File: src/rtl/keypad_pkg.sv
// Shared definitions for the keypad emulator: key constants, matrix sizes,
// FSM state encoding and the scan-limit clamp helper.
package keypad_pkg;

  localparam int ROW_W     = 4;
  localparam int COL_W     = 3;
  localparam int ROW_IDX_W = 2;

  localparam logic [3:0] KEY_STAR = 4'd14;
  localparam logic [3:0] KEY_HASH = 4'd15;
  localparam logic [3:0] KEY_NONE = 4'd11;

  typedef enum logic [1:0] {
    IDLE    = 2'd0,
    PRESS   = 2'd1,
    RELEASE = 2'd2
  } state_e;

  // A scan limit of zero behaves as one; anything beyond the counter range saturates.
  function automatic int unsigned clamp_cnt(input int unsigned v, input int unsigned w);
    int unsigned lim;
    lim = (32'd1 << w) - 32'd1;
    if (v == 0) return 1;
    if (v > lim) return lim;
    return v;
  endfunction

endpackage

File: src/rtl/keypad_code_map.sv
// Combinational key code -> (row index, column one-hot) map for the 4x3 matrix.
module keypad_code_map
  import keypad_pkg::*;
(
  input  logic [3:0]           key_code_i,
  output logic [ROW_IDX_W-1:0] row_o,
  output logic [COL_W-1:0]     col_o,
  output logic                 ok_o
);

  // NOTE: every output gets a default before the case so no latch is inferred.
  always_comb begin
    row_o = '0;
    col_o = '0;
    ok_o  = 1'b1;
    case (key_code_i)
      4'd1:     begin row_o = 2'd0; col_o = 3'b001; end
      4'd2:     begin row_o = 2'd0; col_o = 3'b010; end
      4'd3:     begin row_o = 2'd0; col_o = 3'b100; end
      4'd4:     begin row_o = 2'd1; col_o = 3'b001; end
      4'd5:     begin row_o = 2'd1; col_o = 3'b010; end
      4'd6:     begin row_o = 2'd1; col_o = 3'b100; end
      4'd7:     begin row_o = 2'd2; col_o = 3'b001; end
      4'd8:     begin row_o = 2'd2; col_o = 3'b010; end
      4'd9:     begin row_o = 2'd2; col_o = 3'b100; end
      KEY_STAR: begin row_o = 2'd3; col_o = 3'b001; end
      4'd0:     begin row_o = 2'd3; col_o = 3'b010; end
      KEY_HASH: begin row_o = 2'd3; col_o = 3'b100; end
      KEY_NONE: ok_o = 1'b0;
      default:  ok_o = 1'b0;
    endcase
  end

endmodule

File: src/rtl/keypad_emulator.sv
// Virtual 4x3 keypad: presses handshaked key codes onto the column lines for a
// number of row scans. Define KEYEMU_BOUNCE_EN to add contact chatter at press start.
module keypad_emulator
  import keypad_pkg::*;
#(
  parameter int unsigned HOLD_SCANS = 4,
  parameter int unsigned GAP_SCANS  = 2,
  parameter int unsigned CNT_W      = 8,
  parameter int unsigned BOUNCE_CYC = 16
) (
  input  logic             clk,
  input  logic             rst_n,
  input  logic [3:0]       key_code,
  input  logic             key_valid,
  output logic             key_ready,
  input  logic [ROW_W-1:0] filas,
  output logic [COL_W-1:0] columnas,
  output logic             busy,
  output logic             err
);

  localparam logic [CNT_W-1:0] HOLD_LIM = CNT_W'(clamp_cnt(HOLD_SCANS, CNT_W));
  localparam logic [CNT_W-1:0] GAP_LIM  = CNT_W'(clamp_cnt(GAP_SCANS, CNT_W));

  state_e               state_q, state_d;
  logic [ROW_IDX_W-1:0] row_q, row_d;
  logic [COL_W-1:0]     col_q, col_d;
  logic [CNT_W-1:0]     scan_cnt_q, scan_cnt_d;
  logic [ROW_W-1:0]     filas_prev_q;
  logic                 err_q, err_d;

  logic [ROW_IDX_W-1:0] map_row;
  logic [COL_W-1:0]     map_col;
  logic                 map_ok;
  logic                 scan_tick;
  logic                 press_start;
  logic [CNT_W-1:0]     cnt_inc;
  logic [COL_W-1:0]     press_cols;

  keypad_code_map u_map (
    .key_code_i (key_code),
    .row_o      (map_row),
    .col_o      (map_col),
    .ok_o       (map_ok)
  );

  assign scan_tick   = (filas == 4'b0001) && (filas_prev_q != 4'b0001);
  assign press_start = (state_q == IDLE) && key_valid && map_ok;
  assign cnt_inc     = scan_cnt_q + CNT_W'(1);

  always_comb begin
    state_d    = state_q;
    row_d      = row_q;
    col_d      = col_q;
    scan_cnt_d = scan_cnt_q;
    err_d      = 1'b0;
    case (state_q)
      IDLE: begin
        if (key_valid) begin
          if (map_ok) begin
            state_d    = PRESS;
            row_d      = map_row;
            col_d      = map_col;
            scan_cnt_d = '0;
          end else begin
            err_d = 1'b1;
          end
        end
      end
      PRESS: begin
        if (scan_tick) begin
          if (cnt_inc == HOLD_LIM) begin
            state_d    = RELEASE;
            scan_cnt_d = '0;
          end else begin
            scan_cnt_d = cnt_inc;
          end
        end
      end
      RELEASE: begin
        if (scan_tick) begin
          if (cnt_inc == GAP_LIM) begin
            state_d    = IDLE;
            scan_cnt_d = '0;
          end else begin
            scan_cnt_d = cnt_inc;
          end
        end
      end
      default: state_d = IDLE;
    endcase
  end

  // NOTE: sequential state uses non-blocking assignments so every register
  // samples pre-edge values regardless of evaluation order.
  always_ff @(posedge clk) begin
    if (!rst_n) begin
      state_q      <= IDLE;
      row_q        <= '0;
      col_q        <= '0;
      scan_cnt_q   <= '0;
      filas_prev_q <= '0;
      err_q        <= 1'b0;
    end else begin
      state_q      <= state_d;
      row_q        <= row_d;
      col_q        <= col_d;
      scan_cnt_q   <= scan_cnt_d;
      filas_prev_q <= filas;
      err_q        <= err_d;
    end
  end

  // Combinational: the scanner reads columns in the same cycle it drives a row.
  assign press_cols = ((state_q == PRESS) && filas[row_q]) ? col_q : '0;

`ifdef KEYEMU_BOUNCE_EN
  localparam logic [CNT_W-1:0] BOUNCE_LIM = CNT_W'(BOUNCE_CYC);

  logic [CNT_W-1:0] bounce_q, bounce_d;
  logic             in_window;

  assign in_window = (bounce_q < BOUNCE_LIM);

  always_comb begin
    bounce_d = bounce_q;
    if (press_start) begin
      bounce_d = '0;
    end else if ((state_q == PRESS) && in_window) begin
      bounce_d = bounce_q + CNT_W'(1);
    end
  end

  always_ff @(posedge clk) begin
    if (!rst_n) begin
      bounce_q <= '0;
    end else begin
      bounce_q <= bounce_d;
    end
  end

  assign columnas = press_cols & {COL_W{~in_window | bounce_q[1]}};
`else
  logic unused_bounce;
  assign unused_bounce = ^{BOUNCE_CYC, press_start};
  assign columnas      = press_cols;
`endif

  assign key_ready = (state_q == IDLE);
  assign busy      = (state_q != IDLE);
  assign err       = err_q;

endmodule

File: config.mk
export PLATFORM = sky130hd
export DESIGN_NAME = keypad_emulator
export DESIGN_NICKNAME = d
export VERILOG_FILES = /design/src/rtl/keypad_pkg.sv /design/src/rtl/keypad_code_map.sv /design/src/rtl/keypad_emulator.sv
export SDC_FILE = /design/constraint.sdc
export NUM_CORES = 1
export LEC_CHECK = 0
export ABC_CLOCK_PERIOD_IN_PS = 2600
export CORE_MARGIN = 2
export CORE_UTILIZATION = 49
export CTS_CLUSTER_SIZE = 40
export DETAILED_ROUTE_END_ITERATION = 10
export PLACE_DENSITY = 0.75
export SYNTH_ARGS = -nofsm -noshare
export SYNTH_HDL_FRONTEND = slang
export SYNTH_SLANG_ARGS = --single-unit
File: constraint.sdc
create_clock -name clk -period 2.6 [get_ports clk]
set_clock_uncertainty 0.05 [all_clocks]
set_input_delay 0.26 -clock clk [delete_from_list [all_inputs] [get_ports clk]]
set_output_delay 0.26 -clock clk [all_outputs]
set_load 0.1 [all_outputs]
Figure 1. Clock wires, drivers and flops.
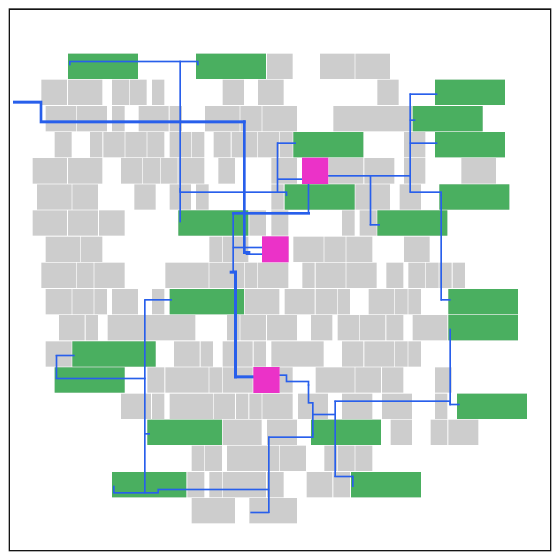
Green is flip-flops, count 20. Blue is clock wires, length 291 um. Magenta is cells driving clock nets, count 3.
There are 4 routed clock nets.
Clk power: 0.190 mW
share of total power in the clock network: 0.200
insertion delay at the late pin of the worst-skew pair: 0.31 ns

Figure 2. Signal metal coverage by tile.
Bar = 20 um. The die is cut into 11 by 11 equal tiles; dark purple is low, yellow is high, scaled to the fullest tile. Values are wire area over tile area, all layers added.
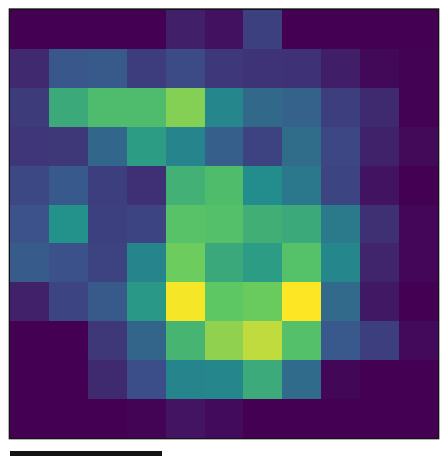
25% of the tiles are nearly empty. The densest ninth of the die: centre. The mean over all tiles is 0.15. The emptiest ninth of the die: upper right. The fullest tile reaches 0.55.
WL final: 2.96 mm
GRT Total Usage: 0.191
routed wirelength normalized by instance count: 14.2 um
Via Count: 1275

Figure 3. Cells by drive strength.
Bar = 20 um.
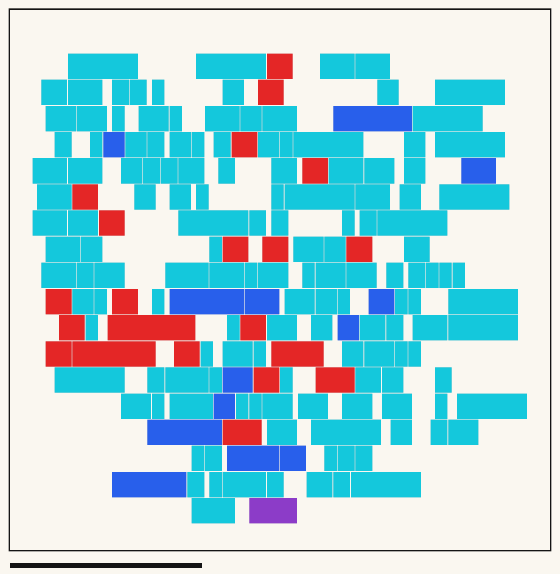
Blue is drive 2, cells 13. Red is drive 3 to 4, cells 21, most used buf_4. Purple is drive 6 and up, cells 1, most used clkbuf_8. Cyan is drive 1 or less, cells 143.
final design instance area without fill: 1570 um^2
non-clock buffer count: 22
worst path setup slack after routing: 0.0869 ns
Layout Area Growth over Synthesis: 17.5%

Figure 4. Sequential cells coloured by netlist name.
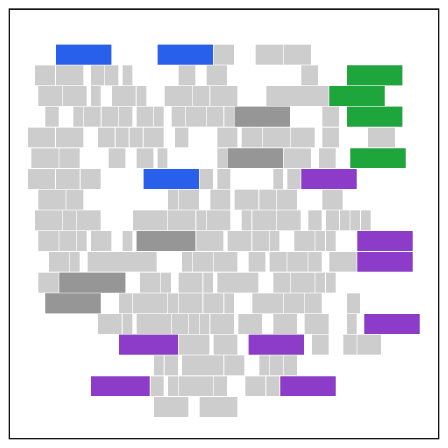
Purple is `scan_cnt_q`, placed flops 8. Blue is `col_q`, placed flops 3. Green is `filas_prev_q`, placed flops 4, where upper right.
Another 5 sequential cells are not coloured.
Storage cell area: 408 um^2
Finished Core Util: 0.622

==> results.txt <==
Outcome -> complete, no violations
Number of non-clock inverters -> 7
Final standard cell count with taps included and fillers excluded -> 208
Post-synthesis sequential element count -> 20
Setup repair after global routing missed its margin -> false
Chip width -> 56.2 um
Number of buffer and inverter instances along the worst setup path -> 1
Most instantiated logic cells after routing -> nand2_1 (16), dfxtp_1 (16), nor2_1 (13)
Leading area contributor after synthesis -> dfxtp_1
Root Buffer Master -> clkbuf_4
Count of clock buffers in the final design -> 4
Fin crit share -> 0.967
Max-cap violations -> 0
Avg Inst Size Synth -> 8.34 um^2
Power after layout -> 0.949 mW
Number of diodes -> 0
Vert. Die Dim -> 56.2 um
Count of different cell masters after synthesis -> 47
Die Footprint -> 3160 um^2
Combinational power share -> 0.432
Clk pin slew, worst setup/hold paths -> 0.12 ns
R2R depth -> 7
Remaining global-route overflow -> 0
Tmin final -> 2.51 ns
Met1 layer wirelength in the final routing -> 1.38 mm
Endpoint type of the worst setup path -> flip-flop
Post-Synthesis Cell Area -> 1330 um^2
MUX share of area -> 0.0356
Met2 wire length -> 1.40 mm
CP max FO -> 5
Top routing layer in use -> met4
Input/output buffers -> 16
Startpoint-to-endpoint class of the critical path -> flip-flop to flip-flop
Std cell rows -> 18
Startpoint of the most critical register-to-register path -> state_q[1]
Length of the first detailed-routing pass in iterations -> 4
XORs/XNORs by Area -> 0.0394
Portion of the post-synthesis area used by sequential elements -> 0.300
Worst slew margin relative to its limit -> 0.638
Post_cts resized -> 3
Biggest area cells -> dfxtp_1 (30%), ha_1 (6.6%), nand2_1 (4.5%)
Mapped Cells -> 160
Largest net degree at the start of global routing -> 15
Fraction of standard cell area in multi-input logic -> 0.552
Reg2reg setup slack -> 0.09 ns
Hold Buf Count CTS -> 0
DP HPWL -> 2.24 mm
Area fraction in and, or, nand and nor cells after synthesis -> 0.287
RePlAce Congestion -> 0.886
Final total negative setup slack -> 0 ns
Timing-limited maximum frequency -> 398 MHz
CTS sink cnt -> 20
Total cells reported by yosys after synthesis -> 160
Most area-hungry cell class in the final design -> logic gates
Commonest cells post-synth -> dfxtp_1 (20), nand2_1 (16), nor2_1 (13)
Hold Crit Start -> row_q[1]
Termination of the worst setup path -> state_q[0]
Post-detailed-route count of antenna-violating nets -> 0
Warning count from the yosys run -> 0
Final layout net count -> 197
Worst-case hold path end point -> row_q[1]
Buffer levels on the longest clock path -> 2
Maximum vdd drop -> 0.540 mV
Comb. pwr -> 0.410 mW
Synth top area share -> 0.300
Cell with the most instances after synthesis -> dfxtp_1
Complex-gate fraction of the synthesized area -> 0.208
1st-iter DRT viols -> 53
Slowest stage cell, crit path -> or4_4
Number of global-route vias before repair -> 1141
Global-route wire length before repair -> 4.90 mm
Placement-stage worst setup slack -> 0.0281 ns
Count of tool warnings -> 31
Floorplan Nets -> 178
Global routing's busiest layer -> met2
Flop share of the area -> 0.260
FILL cells -> 216
Cell Int Power -> 0.561 mW
Pre-Place Util -> 0.529
Dpl cells -> 204
Worst Max-Slew Pin Slew -> 0.543 ns
Count of H-tree levels built during CTS -> 1
Number of buffers added for setup after CTS -> 0
Final Max Slew Viols -> 0
Class of the tightest hold or removal check -> flip-flop to flip-flop
Clock network area share -> 0.0231
Most used DFF post-synth -> dfxtp_1
Number of cells on the critical path -> 7
Buffer share of cell area -> 0.121
Worst reg2reg endpoint -> state_q[0]
-- through the flow --
stage	area, um^2	hold WS (ns)	utilization
after floorplan	1350	0.332	-
after global placement	1520	0.424	0.602
after global routing	1570	0.503	0.622
after detailed placement	1520	0.447	0.602
final	1570	0.462	0.622
after CTS	1560	0.472	0.619
-- worst register-to-register path: stages (launching register included) --
cell and delay [ns]:
dfxtp_4 0.39, inv_1 0.08, ha_1 0.20, or2b_2 0.29, mux2_4 0.25, or4_4 0.56
or4b_1 0.50, o311ai_1 0.11
-- state kept, by name, summed over array words and instances, names as in the netlist --
| register | cells |
|---|---|
| scan_cnt_q | 8 |
| filas_prev_q | 4 |
| col_q | 3 |
| row_q | 2 |
| state_q | 2 |
| err | 1 |
Power and IR drop assume default switching activity.
